### config.mk
export PLATFORM = sky130hd
export DESIGN_NAME = alu_issue_ctrl
export DESIGN_NICKNAME = d
export VERILOG_FILES = /design/src/rtl/alu_issue_ctrl.sv
export SDC_FILE = /design/constraint.sdc
export NUM_CORES = 1
export LEC_CHECK = 0
export CAP_MARGIN = 0
export CORE_MARGIN = 2
export CORE_UTILIZATION = 44
export CTS_CLUSTER_DIAMETER = 30
export DETAILED_ROUTE_END_ITERATION = 10
export GPL_TIMING_DRIVEN = 0
export PLACE_DENSITY = 0.87
export SLEW_MARGIN = 0
export SYNTH_ARGS = -nofsm -noshare
export SYNTH_HDL_FRONTEND = slang
export SYNTH_SLANG_ARGS = --single-unit
### constraint.sdc
create_clock -name i_clk -period 3.26 [get_ports i_clk]
set_clock_uncertainty 0.15 [all_clocks]
set_input_delay 0.489 -clock i_clk [delete_from_list [all_inputs] [get_ports i_clk]]
set_output_delay 0.489 -clock i_clk [all_outputs]
set_load 0.005 [all_outputs]
### src/rtl/alu_issue_ctrl.sv
// Issue controller in front of the 3-bit-opcode ALU32: maps RISC-V R-type ops onto
// ALU ops, builds shifts from single-bit ALU shifts and derives SLT/SLTU from the ALU difference.
//
//   state | meaning
//   ------+-------------------------------------------------------------
//   IDLE  | ready for a request; operands/op latched on accept
//   EXEC  | single ALU op in flight; alu_out captured at the end
//   SHIFT | one single-bit ALU shift per cycle until counter reaches 1
//   RESP  | result held on rsp_data/rsp_err until consumer takes it
module alu_issue_ctrl #(
    parameter int XLEN = 32
) (
    input  logic            i_clk,
    input  logic            i_rst_n,
    input  logic            i_req_valid,
    output logic            o_req_ready,
    input  logic [2:0]      i_req_funct3,
    input  logic            i_req_funct7b5,
    input  logic [XLEN-1:0] i_req_rs1,
    input  logic [XLEN-1:0] i_req_rs2,
    output logic [XLEN-1:0] o_alu_in0,
    output logic [XLEN-1:0] o_alu_in1,
    output logic [2:0]      o_alu_op,
    input  logic [XLEN-1:0] i_alu_out,
    output logic            o_rsp_valid,
    input  logic            i_rsp_ready,
    output logic [XLEN-1:0] o_rsp_data,
    output logic            o_rsp_err
);

    typedef enum logic [1:0] {
        IDLE  = 2'd0,
        EXEC  = 2'd1,
        SHIFT = 2'd2,
        RESP  = 2'd3
    } state_t;

    localparam logic [2:0] OP_AND  = 3'd0;
    localparam logic [2:0] OP_OR   = 3'd1;
    localparam logic [2:0] OP_ADD  = 3'd2;
    localparam logic [2:0] OP_SUB  = 3'd3;
    localparam logic [2:0] OP_SLT  = 3'd4;
    localparam logic [2:0] OP_SHR1 = 3'd6;
    localparam logic [2:0] OP_SHL1 = 3'd7;

    state_t          r_state;
    logic [4:0]      r_cnt;
    logic [XLEN-1:0] r_alu_in0;
    logic [XLEN-1:0] r_alu_in1;
    logic [2:0]      r_alu_op;
    logic [XLEN-1:0] r_rsp_data;
    logic            r_rsp_err;
    logic            r_is_slt;
    logic            r_is_sltu;

    logic            w_a31;
    logic            w_b31;
    logic            w_d31;
    logic            w_same_sign;
    logic            w_lt_signed;
    logic            w_lt_unsigned;
    logic [4:0]      w_shamt;

    // Comparisons from the sign bits of the operands and of the difference a-b.
    assign w_a31         = r_alu_in0[XLEN-1];
    assign w_b31         = r_alu_in1[XLEN-1];
    assign w_d31         = i_alu_out[XLEN-1];
    assign w_same_sign   = ~(w_a31 ^ w_b31);
    assign w_lt_signed   = (w_a31 & ~w_b31) | (w_same_sign & w_d31);
    assign w_lt_unsigned = (~w_a31 & w_b31) | (w_same_sign & w_d31);
    assign w_shamt       = i_req_rs2[4:0];

    always_ff @(posedge i_clk or negedge i_rst_n) begin
        if (!i_rst_n) begin
            r_state    <= IDLE;
            r_cnt      <= '0;
            r_alu_in0  <= '0;
            r_alu_in1  <= '0;
            r_alu_op   <= '0;
            r_rsp_data <= '0;
            r_rsp_err  <= 1'b0;
            r_is_slt   <= 1'b0;
            r_is_sltu  <= 1'b0;
        end else begin
            case (r_state)
                IDLE: begin
                    if (i_req_valid) begin
                        r_alu_in0 <= i_req_rs1;
                        r_alu_in1 <= i_req_rs2;
                        r_rsp_err <= 1'b0;
                        r_is_slt  <= 1'b0;
                        r_is_sltu <= 1'b0;
                        case (i_req_funct3)
                            3'b000: begin
                                r_alu_op <= i_req_funct7b5 ? OP_SUB : OP_ADD;
                                r_state  <= EXEC;
                            end
                            3'b111: begin
                                r_alu_op <= OP_AND;
                                r_state  <= EXEC;
                            end
                            3'b110: begin
                                r_alu_op <= OP_OR;
                                r_state  <= EXEC;
                            end
                            3'b010: begin
                                r_alu_op <= OP_SLT;
                                r_is_slt <= 1'b1;
                                r_state  <= EXEC;
                            end
                            3'b011: begin
                                r_alu_op  <= OP_SLT;
                                r_is_sltu <= 1'b1;
                                r_state   <= EXEC;
                            end
                            3'b001, 3'b101: begin
                                if (i_req_funct3 == 3'b101 && i_req_funct7b5) begin
                                    r_rsp_err  <= 1'b1;
                                    r_rsp_data <= '0;
                                    r_state    <= RESP;
                                end else begin
                                    r_alu_op  <= (i_req_funct3 == 3'b001) ? OP_SHL1 : OP_SHR1;
                                    r_alu_in1 <= '0;
                                    if (w_shamt == 5'd0) begin
                                        r_rsp_data <= i_req_rs1;
                                        r_state    <= RESP;
                                    end else begin
                                        r_cnt   <= w_shamt;
                                        r_state <= SHIFT;
                                    end
                                end
                            end
                            default: begin
                                r_rsp_err  <= 1'b1;
                                r_rsp_data <= '0;
                                r_state    <= RESP;
                            end
                        endcase
                    end
                end
                EXEC: begin
                    if (r_is_slt)
                        r_rsp_data <= {{(XLEN-1){1'b0}}, w_lt_signed};
                    else if (r_is_sltu)
                        r_rsp_data <= {{(XLEN-1){1'b0}}, w_lt_unsigned};
                    else
                        r_rsp_data <= i_alu_out;
                    r_state <= RESP;
                end
                SHIFT: begin
                    r_alu_in0 <= i_alu_out;
                    r_cnt     <= r_cnt - 5'd1;
                    if (r_cnt == 5'd1) begin
                        r_rsp_data <= i_alu_out;
                        r_state    <= RESP;
                    end
                end
                RESP: begin
                    if (i_rsp_ready)
                        r_state <= IDLE;
                end
                default: r_state <= IDLE;
            endcase
        end
    end

    assign o_req_ready = (r_state == IDLE);
    assign o_rsp_valid = (r_state == RESP);
    assign o_alu_in0   = r_alu_in0;
    assign o_alu_in1   = r_alu_in1;
    assign o_alu_op    = r_alu_op;
    assign o_rsp_data  = r_rsp_data;
    assign o_rsp_err   = r_rsp_err;

endmodule

Where the registers sit:
Bar = 20 µm.
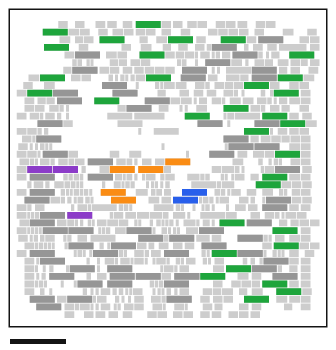
[o_rsp_data] green | placed flops: 32 | where: widely spread
[o_alu_op] purple | placed flops: 3
[r_state] blue | placed flops: 2
[r_cnt] orange | placed flops: 5

Sizing map:
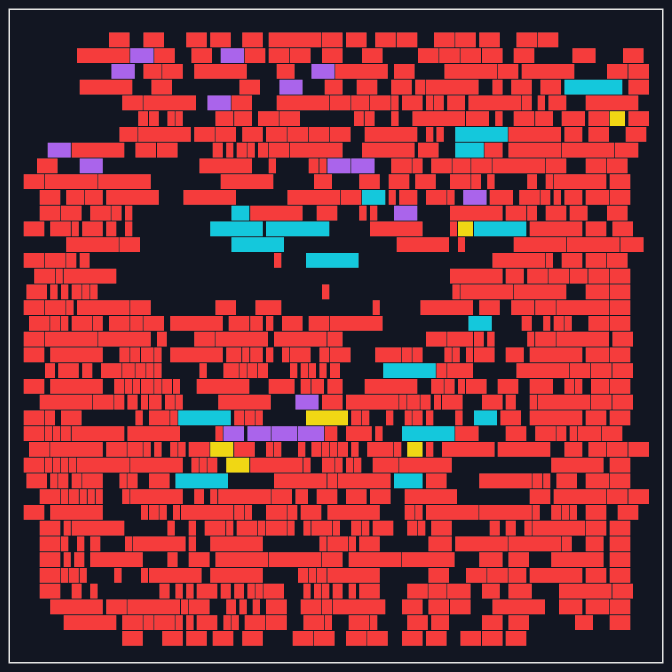
[drive 1 or less] red | cells: 684 | share: 94%
[drive 2] purple | cells: 17 | share: 2.3%
[drive 6 and up] cyan | cells: 17 | share: 2.3%
[drive 3 to 4] yellow | cells: 6 | share: 0.83%

Routing congestion map:
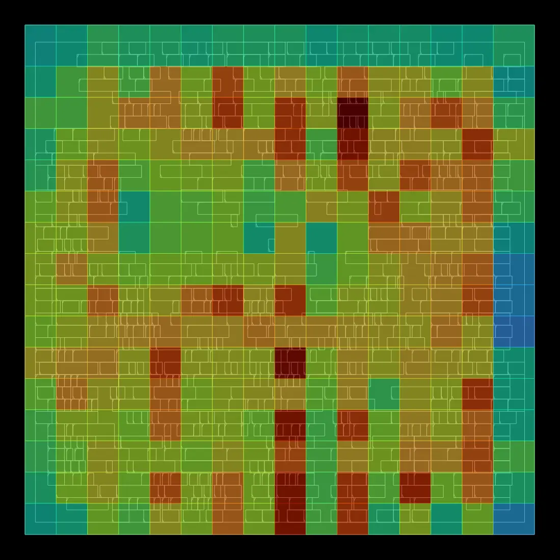
GR Util met1: 30.0%
met3 Resource Use GR: 5.08%
Final Core Density: 67.6%
layer with the highest usage: met2

Gate-type map:
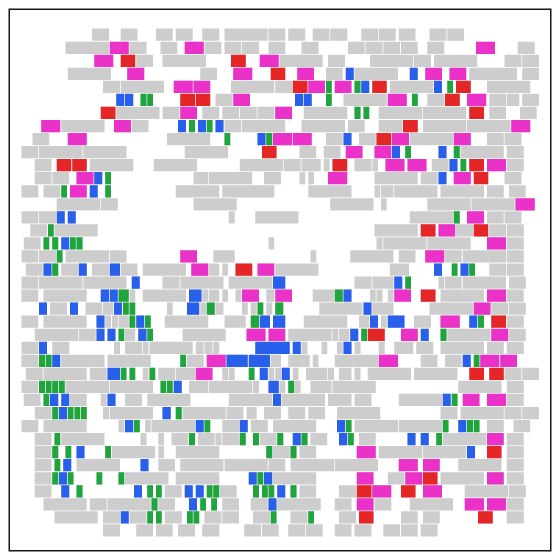
[NAND gates] green | cells: 110 | most used: nand2_1 | where: widely spread
[AND-OR and OR-AND gates] red | cells: 33 | most used: a22o_1 | where: widely spread
[multiplexers] magenta | cells: 73 | most used: mux2i_1 | where: widely spread
[inverting AOI/OAI gates] blue | cells: 95 | most used: o21ai_0 | where: widely spread

==> impl_metrics.py <==
# Metrics from the implementation run
metrics = {
    "run_status": {
        "status": "finished, violations left",
        "violations": "negative hold slack",
    },
    "placed_design": {
        "place_area_um2": 7440,
        "io_buffers": 205,
        "gp_congestion": 0.845,
    },
    "logic_synthesis": {
        "top_cell_area_share_pct": 52.6,
        "async_reset_ff_share_pct": 100,
        "synth_cells": 502,
        "synth_cell_type_count": 35,
        "top_cells_by_area": "dfrtp_1 (53%), nand2_1 (7.6%), mux2i_1 (7.5%)",
        "synthTopCellsByCount": "dfrtp_1 (109), nand2_1 (105), o21ai_0 (73)",
        "xor_share_pct": 0,
        "top_logic_kind": "AND-OR/OR-AND gates",
        "yosys-stat-cells": 502,
        "synth_seq_share_pct": 52.6,
        "yosysMostFrequentCell": "dfrtp_1",
        "yosys-stat-area_um2": 5190,
        "aoi_share_pct": 15.8,
        "mux_share_pct": 14.9,
        "ys_sh_simple_pct": 11.1,
        "ys.flop_type": "dfrtp_1",
        "top_area_cell": "dfrtp_1",
        "ys_seq_elements": 109,
    },
    "cells_and_area": {
        "clkbuf_count": 12,
        "lay_top_cells": "clkdlybuf4s50_1 (204), dfrtp_1 (109), nand2_1 (105)",
        "final_net_count": 831,
        "diodes": 0,
        "buffers": 239,
        "fin_area_um2": 7750,
        "nonClockInverterCount": 13,
        "comb_area_share_pct": 29.2,
        "seq_area_share_pct": 35.2,
        "signal_buffer_area_fraction_pct": 28.7,
        "combGateArea_um2": 2270,
    },
    "final_timing": {
        "finalWorstSetupSlack_ns": 0.393,
        "setup_violations": 0,
        "slew_headroom_pct": 44.1,
        "hold_viol_final": 14,
        "timing.fmax_mhz": 349,
        "hold_slack_ns": -0.0100,
        "fin_crit_ns": 2.87,
        "period_used_pct": 87.9,
        "rsz0062_at_grt": "false",
        "maxSlewViolCount": 0,
        "worst_slew_pin_slew_ns": 0.839,
    },
    "die": {
        "coreArea_um2": 11500,
        "dieArea_um2": 12700,
        "nWellTaps": 143,
        "num_rows": 39,
    },
    "critical_path": {
        "reg2reg_from": "r_state[0]",
        "crit_cells": 9,
        "worstSetupStartpoint": "r_state[0]",
        "cp-start-kind": "flip-flop",
        "critical_path.max_fanout": 10,
        "cpMaxStageDelayCell": "a21oi_1",
        "end_kind": "flip-flop",
        "critPathMaxStageDelay_ns": 0.67,
        "worstSetupPathType": "flip-flop to flip-flop",
        "path_common_cell": "clkbuf_1",
        "path_delay_family": "buffers and inverters",
    },
    "global_route": {
        "grt_pass1_vias": 4837,
        "antenna_found_initial": 0,
    },
    "detailed_routing": {
        "met3_length_um": 959,
        "topRoutingLayerUsed": "met4",
        "dr_wl_met2_um": 7520,
        "drt.antenna.violating_nets": 0,
        "wirelength_um": 14900,
        "via_per_inst": 5.39,
        "drc": 0,
        "wire_per_inst_um": 17.1,
    },
    "clock_tree": {
        "numCtsBuffers": 9,
        "cts-root-buf": "clkbuf_16",
        "insertion_delay_ns": 0.34,
        "clk_pin_slew_worst_paths_ns": 0.07,
    },
    "power_and_ir_drop": {
        "p_comb_mw": 3.65,
        "seqPwrFrac_pct": 32.3,
        "p_sw_mw": 2.54,
        "p_sw_share_pct": 36.0,
        "p_leak_nw": 3.35,
        "top_power_group": "combinational cells",
        "total_power_mw": 7.07,
        "power_frac_comb_pct": 51.6,
    },
    "hold_path": {
        "min_path_type": "input pin to async pin",
    },
    "job": {
        "warnings": 31,
    },
}
